run_1/layer_met1.png
(4 px per µm)
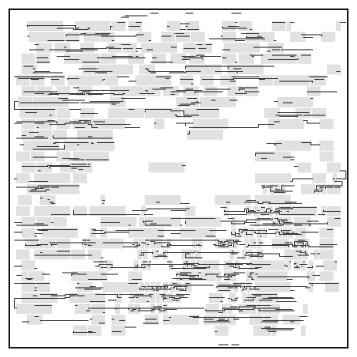
run_1/layer_met2.png
(6 px per µm)
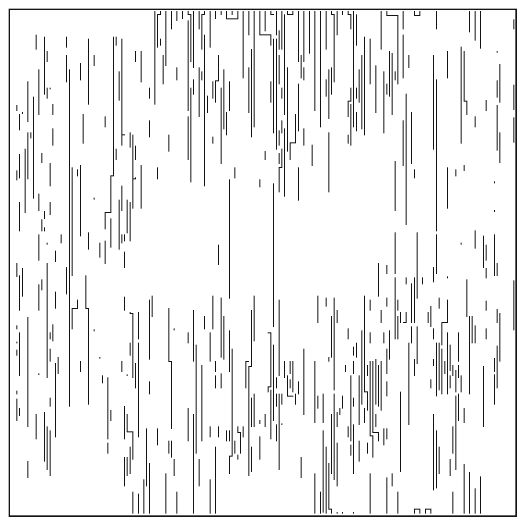
run_1/layer_met3.png
(3 px per µm)
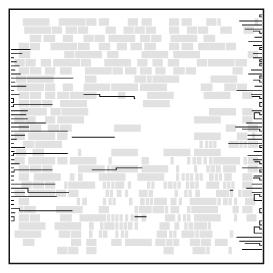
run_1/congestion.png
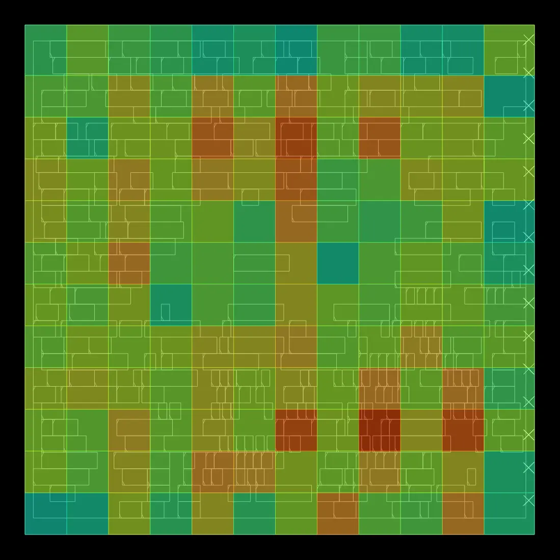
File: config.mk
export PLATFORM = sky130hd
export DESIGN_NAME = axi_read_master
export DESIGN_NICKNAME = d
export VERILOG_FILES = /design/src/rtl/axi_read_master.sv
export SDC_FILE = /design/constraint.sdc
export NUM_CORES = 1
export LEC_CHECK = 0
export ABC_AREA = 1
export CAP_MARGIN = 20
export CORE_UTILIZATION = 40
export CTS_BUF_LIST = sky130_fd_sc_hd__clkbuf_16
export DETAILED_ROUTE_END_ITERATION = 8
export PLACE_DENSITY = 0.87
export SYNTH_ARGS = -nofsm -noshare
export SYNTH_HDL_FRONTEND = slang
export SYNTH_SLANG_ARGS = --single-unit
File: constraint.sdc
create_clock -name ACLK -period 3.6 [get_ports ACLK]
set_input_delay 0.54 -clock ACLK [delete_from_list [all_inputs] [get_ports ACLK]]
set_output_delay 0.54 -clock ACLK [all_outputs]
set_load 0.01 [all_outputs]
File: src/rtl/axi_read_master.sv
// ============================================================================
// axi_read_master : single-outstanding AXI4 read initiator (AR + R channels)
// Rev 1.0 : initial release
// ============================================================================
`default_nettype none

module axi_read_master #(
  parameter int              ID_W      = 4,
  parameter int              ADDR_W    = 32,
  parameter int              DATA_W    = 32,
  parameter int              LEN_W     = 4,
  parameter logic [ID_W-1:0] MASTER_ID = '0
) (
  input  logic              ACLK,
  input  logic              ARESETn,
  // core request port
  input  logic              req_valid,
  output logic              req_ready,
  input  logic [ADDR_W-1:0] req_addr,
  input  logic [LEN_W-1:0]  req_len,
  input  logic [2:0]        req_size,
  input  logic [1:0]        req_burst,
  // core response port
  output logic              resp_valid,
  input  logic              resp_ready,
  output logic [DATA_W-1:0] resp_data,
  output logic              resp_last,
  output logic              done,
  output logic [1:0]        done_resp,
  output logic              done_proto_err,
  output logic              busy,
  // AXI read address channel
  output logic [ID_W-1:0]   ARID,
  output logic [ADDR_W-1:0] ARADDR,
  output logic [LEN_W-1:0]  ARLEN,
  output logic [2:0]        ARSIZE,
  output logic [1:0]        ARBURST,
  output logic              ARVALID,
  input  logic              ARREADY,
  // AXI read data channel
  input  logic [ID_W-1:0]   RID,
  input  logic [DATA_W-1:0] RDATA,
  input  logic [1:0]        RRESP,
  input  logic              RLAST,
  input  logic              RVALID,
  output logic              RREADY
);

  typedef enum logic [1:0] {
    S_IDLE = 2'd0,
    S_ADDR = 2'd1,
    S_DATA = 2'd2,
    S_DONE = 2'd3
  } state_t;

  state_t              state_q, state_d;
  logic [ADDR_W-1:0]   addr_q, addr_d;
  logic [LEN_W-1:0]    len_q, len_d;
  logic [2:0]          size_q, size_d;
  logic [1:0]          burst_q, burst_d;
  logic [LEN_W-1:0]    beat_cnt_q, beat_cnt_d;
  logic [1:0]          err_resp_q, err_resp_d;
  logic                proto_err_q, proto_err_d;
  logic [1:0]          done_resp_q, done_resp_d;
  logic                done_proto_err_q, done_proto_err_d;

  logic                in_data;
  logic                r_hs;

  assign in_data = (state_q == S_DATA);
  assign r_hs    = in_data && RVALID && resp_ready;

  always_comb begin
    state_d          = state_q;
    addr_d           = addr_q;
    len_d            = len_q;
    size_d           = size_q;
    burst_d          = burst_q;
    beat_cnt_d       = beat_cnt_q;
    err_resp_d       = err_resp_q;
    proto_err_d      = proto_err_q;
    done_resp_d      = done_resp_q;
    done_proto_err_d = done_proto_err_q;

    case (state_q)
      S_IDLE: begin
        if (req_valid) begin
          addr_d      = req_addr;
          len_d       = req_len;
          size_d      = req_size;
          burst_d     = req_burst;
          beat_cnt_d  = '0;
          err_resp_d  = 2'b00;
          proto_err_d = 1'b0;
          state_d     = S_ADDR;
        end
      end
      S_ADDR: begin
        if (ARREADY) state_d = S_DATA;
      end
      S_DATA: begin
        if (r_hs) begin
          if (beat_cnt_q != {LEN_W{1'b1}}) beat_cnt_d = beat_cnt_q + 1'b1;
          // RRESP[1] clear means OKAY/EXOKAY, which never raises the severity
          if (RRESP[1] && (RRESP > err_resp_q)) err_resp_d = RRESP;
          if (RID != MASTER_ID) proto_err_d = 1'b1;
          if (RLAST) begin
            if (beat_cnt_q != len_q) proto_err_d = 1'b1;
            done_resp_d      = err_resp_d;
            done_proto_err_d = proto_err_d;
            state_d          = S_DONE;
          end else if (beat_cnt_q == len_q) begin
            proto_err_d = 1'b1;
          end
        end
      end
      default: begin
        state_d = S_IDLE;
      end
    endcase
  end

  always_ff @(posedge ACLK or negedge ARESETn) begin
    if (!ARESETn) begin
      state_q          <= S_IDLE;
      addr_q           <= '0;
      len_q            <= '0;
      size_q           <= '0;
      burst_q          <= '0;
      beat_cnt_q       <= '0;
      err_resp_q       <= '0;
      proto_err_q      <= 1'b0;
      done_resp_q      <= '0;
      done_proto_err_q <= 1'b0;
    end else begin
      state_q          <= state_d;
      addr_q           <= addr_d;
      len_q            <= len_d;
      size_q           <= size_d;
      burst_q          <= burst_d;
      beat_cnt_q       <= beat_cnt_d;
      err_resp_q       <= err_resp_d;
      proto_err_q      <= proto_err_d;
      done_resp_q      <= done_resp_d;
      done_proto_err_q <= done_proto_err_d;
    end
  end

  assign req_ready      = (state_q == S_IDLE);
  assign busy           = (state_q != S_IDLE);

  assign ARID           = MASTER_ID;
  assign ARADDR         = addr_q;
  assign ARLEN          = len_q;
  assign ARSIZE         = size_q;
  assign ARBURST        = burst_q;
  assign ARVALID        = (state_q == S_ADDR);

  // R channel is a zero-latency pass-through to the core while in DATA
  assign RREADY         = in_data && resp_ready;
  assign resp_valid     = in_data && RVALID;
  assign resp_data      = RDATA;
  assign resp_last      = RLAST;

  assign done           = (state_q == S_DONE);
  assign done_resp      = done_resp_q;
  assign done_proto_err = done_proto_err_q;

endmodule

`default_nettype wire
==> flow_summary.rst, run 1 <==
Implementation results
======================

.. list-table::
   :header-rows: 1

   * - Metric
     - Value
   * - Most numerous cell on the critical path
     - inv_1
   * - Placed Area
     - 0.00353 mm²
   * - Setup skew after layout
     - ~0.0035 ns
   * - Largest area class, layout
     - sequential cells
   * - Nets@finish
     - around 430
   * - Drt drc
     - 30
   * - MUX share of area
     - 0.154
   * - Taps Inserted
     - 77
   * - Clock buffers and inverters, area share
     - 0.0388
   * - Pin slew with the least headroom to its limit
     - about 0.97 ns
   * - Yosys warnings
     - 0
   * - Sinks on Clock Net
     - roughly 53
   * - Count of endpoints failing hold in the final timing report
     - 0
   * - Area fraction of the dominant cell type after synthesis
     - 0.490
   * - Adder-Cell Fraction of Synth Area
     - 0.0416
   * - Max Clock Freq
     - about 390 MHz
   * - Sequential-to-total area share from yosys stat
     - 0.490
   * - Sum of buffers and inverters on the critical path
     - 3
   * - Crit path from
     - state_q[0]
   * - Number of placed instances, taps included
     - about 410
   * - Number of sequential cells
     - about 53
   * - Violations in the final reports
     - DRC
   * - Synthesized registers
     - around 53
   * - Number of placed I/O pins
     - 173
   * - Run status
     - complete, but fails checks
   * - Worst reg2reg path endpoint
     - ARBURST[0]
   * - Fp util
     - 0.421
   * - Clock Buffer Count
     - 5
   * - Crit. path cell count
     - 5
   * - Largest net degree at the start of global routing
     - between 40 and 50
   * - Post-synthesis simple-gate area fraction
     - 0.110
   * - Synth cell count leaders
     - dfrtp_1, nand2_1, buf_4
   * - Core area
     - between 0.006 and 0.007 mm²
   * - RSZ-0062 raised after global routing
     - no
   * - Synth area leaders
     - dfrtp_1, mux2_2, buf_4
   * - Total of buffers placed on input and output ports
     - 104
   * - Die area
     - between 0.007 and 0.008 mm²
   * - Cell type contributing the most total cell area after synthesis
     - dfrtp_1
   * - Inserted Clock Buffers
     - 5
   * - Instance tally after logic synthesis
     - 262
   * - Classification of the worst-slack hold path
     - primary input to asynchronous set/reset pin
   * - Design Power
     - around 0.0030 W
   * - Flip-flop and latch area
     - roughly 0.0013 mm²
   * - Stage delay of the slowest cell on the critical path
     - roughly 0.54 ns
   * - DP HPWL
     - 4110 µm
   * - CP required
     - 3.06 ns
   * - # fillers
     - about 560
   * - Number of endpoints failing setup at the final stage
     - 0
   * - Slew HR
     - 0.352
   * - Fraction of the core area covered by cells at the end of the flow
     - 0.572
   * - Worst reg2reg startpoint
     - state_q[0]
   * - Seq/total area
     - 0.361
   * - Largest driver fanout on the critical path
     - 11
   * - Post-route cell area
     - 0.00367 mm²
   * - Most frequent cells in the layout
     - clkdlybuf4s50_1, dfrtp_1, nand2_1
   * - Final setup TNS
     - 0 ns
   * - Via count of the routed design
     - approximately 1900
   * - Timing endpoint of the critical path
     - RREADY
   * - Ratio of cells with drive above 1 in the final layout
     - 0.173
   * - Category of the worst setup path capture point
     - output pin
   * - Pre-CTS setup slack
     - approximately 1.3 ns
   * - Family with the most delay on the worst path
     - buffers and inverters
   * - Final worst-path cycle share
     - 0.704
   * - Remaining number of nets flagged by the antenna check after routing
     - 0
   * - Clock-pin slew on the worst setup and hold paths
     - approximately 0.070 ns
About layer_met1.png:
The longest straight run is 29.0 µm. 330 nets have wire on it.

About layer_met2.png:
The longest straight run is 56.1 µm. The layer carries 2600 µm of wire. The layer holds 48% of the routed length. 364 nets have wire on it.

About layer_met3.png:
The layer carries 518 µm of wire. The layer holds 9.6% of the routed length. The wires run mostly horizontal.

About congestion.png:
total routing resource utilization after global routing: 0.156
Avg WL per Cell: 13.1 µm
met2 Usage GRT: 0.268
met1 track utilization from global routing: 0.181

==> run 1: flip-flops by register name, summed over array words and instances, names as in the netlist <==
name            flops
beat_cnt_q          4
ARADDR             32
state_q             2
done_proto_err      1
ARBURST             2
proto_err_q         1
done_resp           2
err_resp_q          2
ARLEN               4
ARSIZE              3
==> run 1: where the power goes <==
part           total, W  switching [W]  internal (W)
registers       0.00105       0.000168      0.000883
logic           0.00149       0.000635      0.000855
clock network  0.000455       0.000200      0.000255
total           0.00300        0.00100       0.00199
==> run 1: metal layers <==
| metal | vias up | wire length (µm) |
|---|---|---|
| met5 | - | 0 |
| met3 | 10 | 518 |
| li1 | 934 | - |
| met2 | 83 | 2600 |
| met4 | 0 | 54 |
| met1 | 896 | 2240 |
==> inputs of run 2 (changes only) <==
--- a/config.mk
+++ b/config.mk
@@ -7,10 +7,10 @@
 export LEC_CHECK = 0
 export ABC_AREA = 1
 export CAP_MARGIN = 20
-export CORE_UTILIZATION = 40
+export CORE_UTILIZATION = 37
 export CTS_BUF_LIST = sky130_fd_sc_hd__clkbuf_16
 export DETAILED_ROUTE_END_ITERATION = 8
-export PLACE_DENSITY = 0.87
+export PLACE_DENSITY = 0.81
 export SYNTH_ARGS = -nofsm -noshare
 export SYNTH_HDL_FRONTEND = slang
 export SYNTH_SLANG_ARGS = --single-unit
==> constraint.sdc (replaced) <==
create_clock -name ACLK -period 2.6 [get_ports ACLK]
set_input_delay 0.39 -clock ACLK [delete_from_list [all_inputs] [get_ports ACLK]]
set_output_delay 0.39 -clock ACLK [all_outputs]
set_load 0.01 [all_outputs]
run_2/layer_met1.png
(4 px per µm)
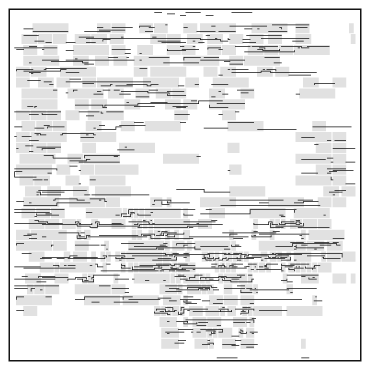
The layer carries 2270 µm of wire. The layer holds 40% of the routed length. The wires run mostly horizontal.

run_2/layer_met2.png
(6 px per µm)
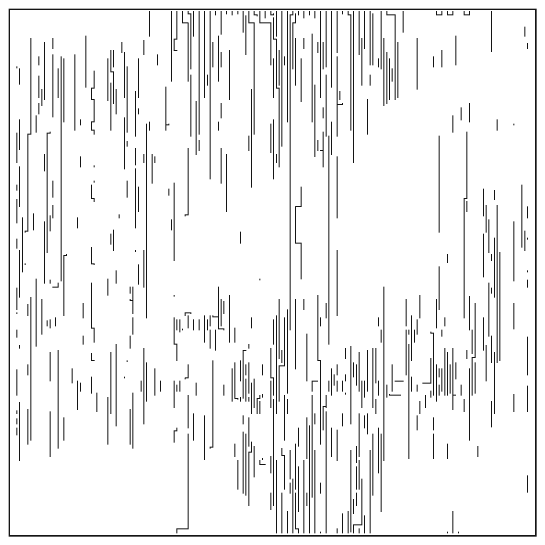
The layer carries 2710 µm of wire. 356 nets have wire on it.

==> flow_summary.rst, run 2 <==
Implementation results
======================

.. list-table::
   :header-rows: 1

   * - Metric
     - Value
   * - Run status
     - completed
   * - # fillers
     - ~620
   * - Largest driver fanout on the critical path
     - 11
   * - Total routing resource utilization after global routing
     - 0.153
   * - Drt drc
     - 0
   * - Area fraction of the dominant cell type after synthesis
     - 0.490
   * - Nets@finish
     - ~430
   * - Instance tally after logic synthesis
     - about 260
   * - Ratio of cells with drive above 1 in the final layout
     - 0.175
   * - Design Power
     - about 0.0043 W
   * - Reported sequential group power
     - approximately 0.0014 W
   * - Pre-CTS setup slack
     - 0.534 ns
   * - Number of placed instances, taps included
     - around 430
   * - Switching Power
     - 0.00142 W
   * - Post-route cell area
     - between 0.003 and 0.004 mm²
   * - Net Sw Frac
     - 0.330
   * - Largest net degree at the start of global routing
     - ~54
   * - Combinational logic power
     - about 0.0021 W
   * - Final setup TNS
     - 0 ns
   * - Fp util
     - 0.390
   * - Number of placed I/O pins
     - roughly 170
   * - Die area
     - ~0.0077 mm²
   * - Post-synthesis simple-gate area fraction
     - 0.110
   * - Synthesized registers
     - roughly 53
   * - DP HPWL
     - roughly 4200 µm
   * - Sinks on Clock Net
     - roughly 53
   * - Total of buffers placed on input and output ports
     - between 100 and 150
   * - Worst reg2reg startpoint
     - state_q[0]
   * - Final worst-path cycle share
     - 0.919
   * - Classification of the worst-slack hold path
     - primary input to asynchronous set/reset pin
   * - Adder-Cell Fraction of Synth Area
     - 0.0416
   * - Category of the worst setup path capture point
     - output pin
   * - Placed Area
     - between 0.003 and 0.004 mm²
   * - Cell type contributing the most total cell area after synthesis
     - dfrtp_1
   * - Via count of the routed design
     - about 1900
   * - Seq pwr share
     - 0.333
   * - Crit path from
     - state_q[0]
   * - Inserted Clock Buffers
     - 5
   * - Remaining number of nets flagged by the antenna check after routing
     - 0
   * - Count of endpoints failing hold in the final timing report
     - 0
   * - Max Clock Freq
     - roughly 420 MHz
   * - Flip-flop and latch area
     - ~0.0013 mm²
   * - Main power group
     - combinational cells
   * - Number of endpoints failing setup at the final stage
     - 0
   * - Core area
     - 0.00694 mm²
   * - Timing endpoint of the critical path
     - RREADY
   * - Synth cell count leaders
     - dfrtp_1, nand2_1, buf_4
   * - Comb power frac
     - 0.489
   * - Kind of critical path
     - register to output pin
   * - Most frequent cells in the layout
     - clkdlybuf4s50_1, dfrtp_1, nand2_1
   * - Pin slew with the least headroom to its limit
     - just under 0.7 ns
   * - Clock distribution power
     - roughly 0.00077 W
   * - Clock tree from TritonCTS
     - yes
   * - Internal power consumption
     - slightly below 0.003 W
   * - RSZ-0062 raised after global routing
     - no
   * - CP required
     - approximately 2.2 ns
   * - Clock-pin slew on the worst setup and hold paths
     - about 0.070 ns
   * - Sequential-to-total area share from yosys stat
     - 0.490
   * - Worst reg2reg path endpoint
     - err_resp_q[0]
   * - Synth area leaders
     - dfrtp_1, mux2_2, buf_4
   * - MUX share of area
     - 0.154
## run 2: cell counts after synthesis
Identical to the previous run, type by type.
## run 2: final cells by class
cell class | count | share of cell area
Multi-Input combinational cell | 142 | 0.256
Timing Repair Buffer | 106 | 0.284
Clock inverter | 3 | 0.0127
Inverter | 28 | 0.0281
Clock buffer | 5 | 0.0334
Tap cell | 96 | 0.0321
Sequential cell | 53 | 0.354
## run 2: critical path, stage by stage, from the launching register on
cell	delay [ns]
dfrtp_1	0.41
inv_1	0.12
ha_1	0.43
nand2_1	0.10
inv_1	0.11
clkdlybuf4s50_1	0.54
## run 2: metal layers
metal	vias up	GRT usage	share of wire
met5	-	0	0
met4	0	0.0611	0.027
met3	22	0.0664	0.093
met2	78	0.265	0.48
met1	915	0.166	0.40
li1	932	-	-
==> inputs of run 3 (changes only) <==
--- a/config.mk
+++ b/config.mk
@@ -7,10 +7,10 @@
 export LEC_CHECK = 0
 export ABC_AREA = 1
 export CAP_MARGIN = 20
-export CORE_UTILIZATION = 37
+export CORE_UTILIZATION = 35
 export CTS_BUF_LIST = sky130_fd_sc_hd__clkbuf_16
 export DETAILED_ROUTE_END_ITERATION = 8
-export PLACE_DENSITY = 0.81
+export PLACE_DENSITY = 0.78
 export SYNTH_ARGS = -nofsm -noshare
 export SYNTH_HDL_FRONTEND = slang
 export SYNTH_SLANG_ARGS = --single-unit
run_3/layer_met2.png
(6 px per µm)
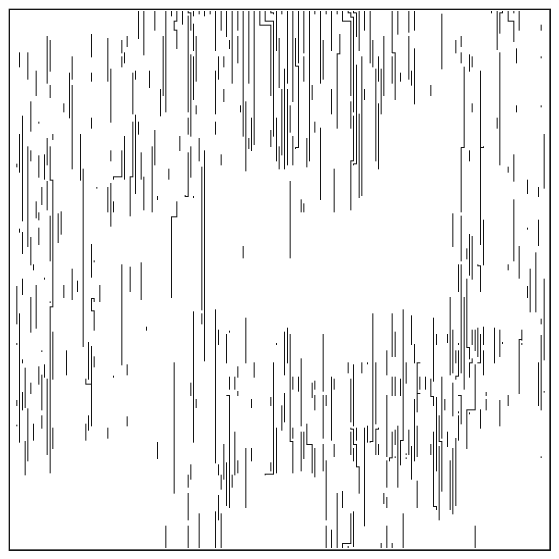
The wires run mostly vertical. 346 nets have wire on it.

run_3/layer_met4.png
(3 px per µm)
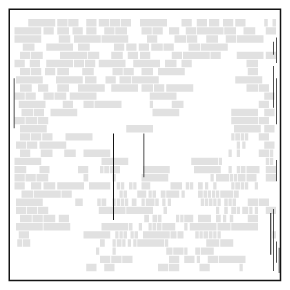
The layer holds 2.8% of the routed length. The layer carries 156 µm of wire. The longest straight run is 28.6 µm.

==> flow_summary.rst, run 3 <==
Implementation results
======================

.. list-table::
   :header-rows: 1

   * - Metric
     - Value
   * - Remaining number of nets flagged by the antenna check after routing
     - 0
   * - Inserted Clock Buffers
     - 5
   * - Final setup TNS
     - 0 ns
   * - Sequential-to-total area share from yosys stat
     - 0.490
   * - Most frequent cells in the layout
     - clkdlybuf4s50_1, dfrtp_1, nand2_1
   * - Fp util
     - 0.367
   * - Main power group
     - combinational cells
   * - Sum of buffers and inverters on the critical path
     - 3
   * - Category of the worst setup path capture point
     - output pin
   * - Number of placed instances, taps included
     - about 430
   * - Final worst-path cycle share
     - 0.898
   * - DR top layer
     - met4
   * - Placed Area
     - between 0.003 and 0.004 mm²
   * - Largest driver fanout on the critical path
     - 11
   * - Total of buffers placed on input and output ports
     - 104
   * - Family with the most delay on the worst path
     - buffers and inverters
   * - Number of inverters outside the clock class in the layout
     - 28
   * - Run status
     - completed
   * - Switching Power
     - between 0.001 and 0.0015 W
   * - Met3 Use GR
     - 0.0516
   * - Combinational logic power
     - between 0.002 and 0.0025 W
   * - Met1 track utilization from global routing
     - 0.163
   * - Kind of critical path
     - register to output pin
   * - Taps Inserted
     - a little under 100
   * - Non-clock buffering overhead in the final layout
     - 0.287
   * - Reported sequential group power
     - between 0.001 and 0.0015 W
   * - Max stage delay cell, worst path
     - clkdlybuf4s50_1
   * - Routed wire length on met2
     - 2640 µm
   * - Metal3 WL
     - approximately 520 µm
   * - Total routing resource utilization after global routing
     - 0.139
   * - Yosys warnings
     - 0
   * - Flip-flop count of the largest register, all copies and words added
     - 32
   * - Net Sw Frac
     - 0.336
   * - Post-route cell area
     - 0.00373 mm²
   * - Design Power
     - between 0.004 and 0.005 W
   * - Drt drc
     - 0
   * - Die area
     - about 0.0081 mm²
   * - Slew HR
     - 0.546
   * - CP required
     - around 2.2 ns
   * - Flip-flop and latch area
     - about 0.0013 mm²
   * - Synth cell count leaders
     - dfrtp_1, nand2_1, buf_4
   * - Cell type contributing the most total cell area after synthesis
     - dfrtp_1
   * - Seq/total area
     - 0.356
   * - Clock buffers and inverters, area share
     - 0.0383
   * - Synth area leaders
     - dfrtp_1, mux2_2, buf_4
   * - Number of placed I/O pins
     - between 150 and 200
   * - Setup skew after layout
     - roughly 0.0058 ns
   * - Mi-comb count
     - 142
   * - Ratio of cells with drive above 1 in the final layout
     - 0.175
   * - Number of sequential cells
     - about 53
   * - Largest net degree at the start of global routing
     - ~54
   * - Internal power consumption
     - approximately 0.0028 W
   * - # fillers
     - around 670
   * - Pre-CTS setup slack
     - roughly 0.58 ns
   * - Comb power frac
     - 0.502
   * - Area fraction of the dominant cell type after synthesis
     - 0.490
   * - Sequence of cells on the critical path
     - inv_1 -> ha_1 -> nand2_1 -> inv_1 -> clkdlybuf4s50_1
   * - Number of ordinary and repair buffers in the finished layout
     - between 100 and 150
   * - Largest area class, layout
     - sequential cells
   * - Met2 Usage GRT
     - 0.227
   * - Classification of the worst-slack hold path
     - primary input to asynchronous set/reset pin
   * - Clock tree from TritonCTS
     - yes
   * - Synthesized registers
     - about 53
   * - Instance tally after logic synthesis
     - around 260
   * - Clock Buffer Count
     - 5
   * - Seq pwr share
     - 0.344
   * - Nets@finish
     - 432
   * - Clock Power Share
     - 0.155
   * - Clock-pin slew on the worst setup and hold paths
     - around 0.070 ns
   * - Number of endpoints failing setup at the final stage
     - 0
[run 3: worst paths after layout]
path	cells past startpoint	startpoint	slack, ns	endpoint
worst max-delay path	5	state_q[0]	0.27	RREADY
worst min-delay path	2	ARESETn	0.23	ARADDR[14]
worst max register to register	11	state_q[0]	0.76	err_resp_q[0]
worst min register to register	2	proto_err_q	0.49	proto_err_q
max in group asynchronous	2	ARESETn	1.92	ARSIZE[1]
min in group ACLK	2	proto_err_q	0.49	proto_err_q
[run 3: cells by family after synthesis]
family          Yosys count  share of synthesized area
fa+ha+maj                 9                     0.0416
buf+inv                  70                      0.160
flops                    53                      0.490
compound gates           18                     0.0398
other cells               1                    0.00139
simple gates             73                      0.110
mux                      37                      0.154
xor+xnor                  1                    0.00324
Power and IR drop assume default switching activity.
